[src/rtl/reg_mem_arb_pkg.sv]
// Shared types and constants for the two-master reg_mem arbiter.
package reg_mem_arb_pkg;

    localparam int unsigned NUM_REQ = 2;

    typedef enum logic [1:0] {
        IDLE  = 2'd0,
        LOCK0 = 2'd1,
        LOCK1 = 2'd2
    } arb_state_e;

    typedef logic req_id_t;

endpackage

[src/rtl/rr_arb2.sv]
// Two-way round-robin grant with an eligibility mask; the pointer moves past each winner.
module rr_arb2
    import reg_mem_arb_pkg::*;
(
    input  logic               clk,
    input  logic               rst,
    input  logic [NUM_REQ-1:0] req_i,
    input  logic [NUM_REQ-1:0] mask_i,
    output logic [NUM_REQ-1:0] grant_o
);

    req_id_t            ptr_q;
    req_id_t            ptr_d;
    logic [NUM_REQ-1:0] elig;

    always_comb begin
        elig    = req_i & ~mask_i;
        grant_o = elig;
        if (elig == 2'b11) begin
            grant_o = ptr_q ? 2'b10 : 2'b01;
        end
        // Granting master 0 makes master 1 preferred, and vice versa.
        ptr_d = ptr_q;
        if (grant_o != '0) begin
            ptr_d = req_id_t'(grant_o[0]);
        end
    end

    always_ff @(posedge clk) begin
        if (rst) begin
            ptr_q <= 1'b0;
        end else begin
            ptr_q <= ptr_d;
        end
    end

endmodule

[src/rtl/reg_mem_arbiter.sv]
// Shares one reg_mem between two masters: round-robin grant, optional lock with
// hold timeout, and one-cycle read data return to the issuing master.
module reg_mem_arbiter
    import reg_mem_arb_pkg::*;
#(
    parameter int unsigned DATA_WIDTH = 8,
    parameter int unsigned ADDR_BITS  = 5,
    parameter int unsigned MAX_HOLD   = 8
) (
    input  logic                  clk,
    input  logic                  rst,
    input  logic                  req0,
    input  logic                  we0,
    input  logic                  lock0,
    input  logic [ADDR_BITS-1:0]  addr0,
    input  logic [DATA_WIDTH-1:0] wdata0,
    output logic                  ack0,
    output logic [DATA_WIDTH-1:0] rdata0,
    output logic                  rvalid0,
    input  logic                  req1,
    input  logic                  we1,
    input  logic                  lock1,
    input  logic [ADDR_BITS-1:0]  addr1,
    input  logic [DATA_WIDTH-1:0] wdata1,
    output logic                  ack1,
    output logic [DATA_WIDTH-1:0] rdata1,
    output logic                  rvalid1,
    output logic [ADDR_BITS-1:0]  mem_addr,
    output logic [DATA_WIDTH-1:0] mem_din,
    output logic                  mem_wen,
    input  logic [DATA_WIDTH-1:0] mem_dout,
    output logic                  lock_timeout
);

    localparam int unsigned HOLD_W = (MAX_HOLD > 1) ? $clog2(MAX_HOLD) : 1;

    arb_state_e          state_q;
    arb_state_e          state_d;
    logic [HOLD_W-1:0]   hold_q;
    logic [HOLD_W-1:0]   hold_d;
    logic                hold_last;
    logic                timeout_q;
    logic                rv_q;
    req_id_t             rid_q;
    logic [DATA_WIDTH-1:0] rdata0_q;
    logic [DATA_WIDTH-1:0] rdata1_q;
    logic [NUM_REQ-1:0]  mask;
    logic [NUM_REQ-1:0]  grant;
    logic                xfer0;
    logic                xfer1;

    // Requests are ignored while in reset so nothing is acked or issued.
    rr_arb2 u_rr (
        .clk     (clk),
        .rst     (rst),
        .req_i   ({req1, req0} & {NUM_REQ{~rst}}),
        .mask_i  (mask),
        .grant_o (grant)
    );

    assign xfer0     = grant[0];
    assign xfer1     = grant[1];
    assign hold_last = (state_q != IDLE) && (hold_q == HOLD_W'(MAX_HOLD - 1));

    always_ff @(posedge clk) begin
        if (rst) begin
            state_q <= IDLE;
        end else begin
            state_q <= state_d;
        end
    end

    always_comb begin
        state_d = state_q;
        unique case (state_q)
            IDLE: begin
                if (xfer0 && lock0)      state_d = LOCK0;
                else if (xfer1 && lock1) state_d = LOCK1;
            end
            LOCK0: if (hold_last || (xfer0 && !lock0)) state_d = IDLE;
            LOCK1: if (hold_last || (xfer1 && !lock1)) state_d = IDLE;
            default: state_d = IDLE;
        endcase
        hold_d = (state_q == IDLE) ? '0 : hold_q + HOLD_W'(1);
    end

    always_comb begin
        mask     = '0;
        mem_addr = '0;
        mem_din  = '0;
        mem_wen  = 1'b0;
        case (state_q)
            LOCK0:   mask = 2'b10;
            LOCK1:   mask = 2'b01;
            default: mask = 2'b00;
        endcase
        if (xfer0) begin
            mem_addr = addr0;
            mem_din  = wdata0;
            mem_wen  = we0;
        end else if (xfer1) begin
            mem_addr = addr1;
            mem_din  = wdata1;
            mem_wen  = we1;
        end
    end

    assign ack0 = xfer0;
    assign ack1 = xfer1;

    // Read return tracking, hold counter and timeout pulse.
    always_ff @(posedge clk) begin
        if (rst) begin
            hold_q    <= '0;
            timeout_q <= 1'b0;
            rv_q      <= 1'b0;
            rid_q     <= 1'b0;
            rdata0_q  <= '0;
            rdata1_q  <= '0;
        end else begin
            hold_q    <= hold_d;
            timeout_q <= hold_last;
            rv_q      <= (xfer0 || xfer1) && !mem_wen;
            rid_q     <= req_id_t'(xfer1);
            if (rvalid0) rdata0_q <= mem_dout;
            if (rvalid1) rdata1_q <= mem_dout;
        end
    end

    // A response pending across a reset is dropped, and outputs read as reset values.
    assign rvalid0      = rv_q && !rst && (rid_q == 1'b0);
    assign rvalid1      = rv_q && !rst && (rid_q == 1'b1);
    assign rdata0       = rst ? '0 : (rvalid0 ? mem_dout : rdata0_q);
    assign rdata1       = rst ? '0 : (rvalid1 ? mem_dout : rdata1_q);
    assign lock_timeout = timeout_q && !rst;

endmodule

[config.mk]
export PLATFORM = sky130hd
export DESIGN_NAME = reg_mem_arbiter
export DESIGN_NICKNAME = d
export VERILOG_FILES = /design/src/rtl/reg_mem_arb_pkg.sv /design/src/rtl/rr_arb2.sv /design/src/rtl/reg_mem_arbiter.sv
export SDC_FILE = /design/constraint.sdc
export NUM_CORES = 1
export LEC_CHECK = 0
export ABC_CLOCK_PERIOD_IN_PS = 6300
export CAP_MARGIN = 5
export CORE_ASPECT_RATIO = 1.25
export CORE_MARGIN = 2
export CORE_UTILIZATION = 40
export CTS_BUF_LIST = sky130_fd_sc_hd__clkbuf_2
export DETAILED_ROUTE_END_ITERATION = 12
export PLACE_DENSITY = 0.95
export SYNTH_ARGS = -nofsm -noshare
export SYNTH_HDL_FRONTEND = slang
export SYNTH_SLANG_ARGS = --single-unit
[constraint.sdc]
create_clock -name clk -period 6.3 [get_ports clk]
set_clock_uncertainty 0.15 [all_clocks]
set_input_delay 1.89 -clock clk [delete_from_list [all_inputs] [get_ports clk]]
set_output_delay 1.89 -clock clk [all_outputs]
set_load 0.01 [all_outputs]
==> images/layers.png <==
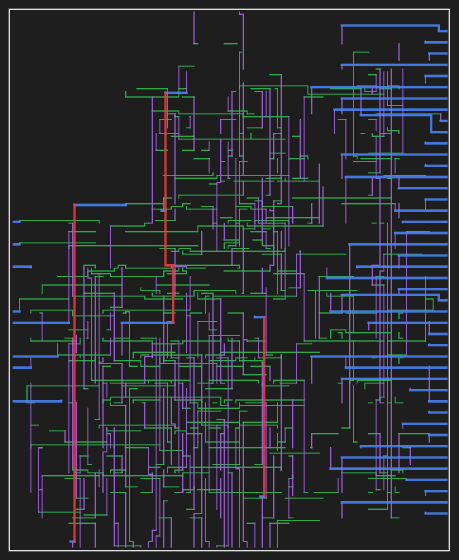
legend:
  M2:
    color: purple
    wire_length: 1,560 um
  M3:
    color: blue
    wire_length: 391 um
  M4:
    color: red
    wire_length: 91.4 um
  M1:
    color: green
    wire_length: 1,140 um

==> flow_summary_export.csv <==
group,metric,value,unit
routing,vias,1229,
final_timing,setup_tns,0,ns
power,switching_share,0.273,
floorplanning,n_tap_cell,36,
finish,fin_area,2010,um^2
finish,antenna_cells,0,
global_route,groute.usage.overall,0.195,
finish,final_layout_top_logic_cell,"clkdlybuf4s50_1",
finish,biggestRegsByFlops,"rdata0_q (8), rdata1_q (8), hold_q (3)",
finish,flops,25,
finish,dominant_cells,"non-clock buffers",
setup_path,startpoint,"rst",
global_route,grt_max_degree,18,
power,ir_drop,0.159,mV
worst_hold_path,hp-class,"flip-flop to flip-flop",
floorplanning,io_pins,77,
power,pg_seq,169,uW
placed_design,placed_area,1990,um^2
finish,area_delta_synth_final,66.3,%
run_status,outcome,"finished, final reports clean",
yosys,yosys_area,1210,um^2
finish,final-clk-cell-share,0.0118,
yosys,async_flop_share,0,
finish,logic_gate_count,97,
routing,ant_nets,0,
worst_hold_path,hp-start,"hold_q[0]",
final_timing,slew_headroom,0.705,
power,p_total,332,uW
routing,drcViolationCount,0,
finish,clock_buffers,3,
setup_path,r2r_start,"state_q[0]",
finish,comb-cell-share,0.319,
cts,cts_buffers,3,
setup_path,critical-path-top-delay-family,"buffers and inverters",
cts,cts_tree,"built",
yosys,top_area_cell,"dfxtp_1",
yosys,ys_sh_xor,0,
cts,path_clk_slew,0.23,ns
==> images/m1.png <==
Supply wires on this layer in gray.
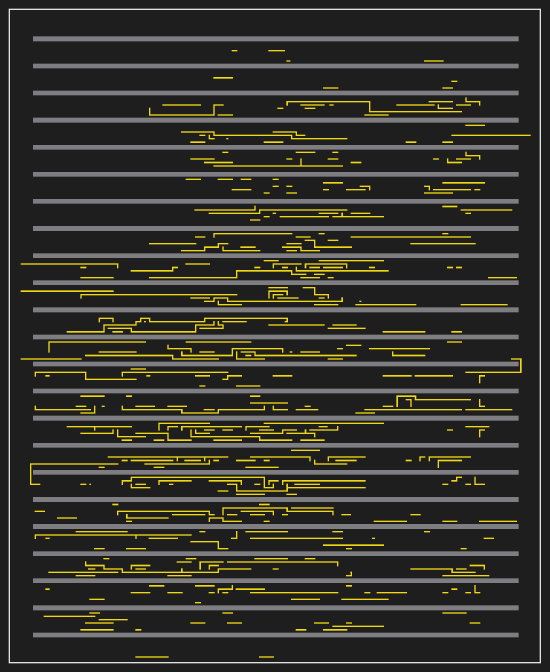
wire length on this layer: 1,140 um
share of all routed wire: 36%

[synth_stat cells, types with 2 or more instances]
master and instances:
a21oi_1 2, a22o_1 14, and2_1 2, buf_6 3, clkbuf_1 2, dfxtp_1 25, ha_1 2, inv_1 3
nand2_1 27, nand2b_1 10, nand3b_1 10, nor2_1 4, nor3_1 3, o21ai_1 9
[metal layers]
layer	routed length, um	global-route usage	part of all wire	vias up
met5	0	0	0	-
met4	91	0.122	0.029	0
met3	391	0.0614	0.12	7
met2	1560	0.358	0.49	59
met1	1140	0.178	0.36	545
li1	-	-	-	618
No activity file was given, so power comes from the tool's default toggle rates.
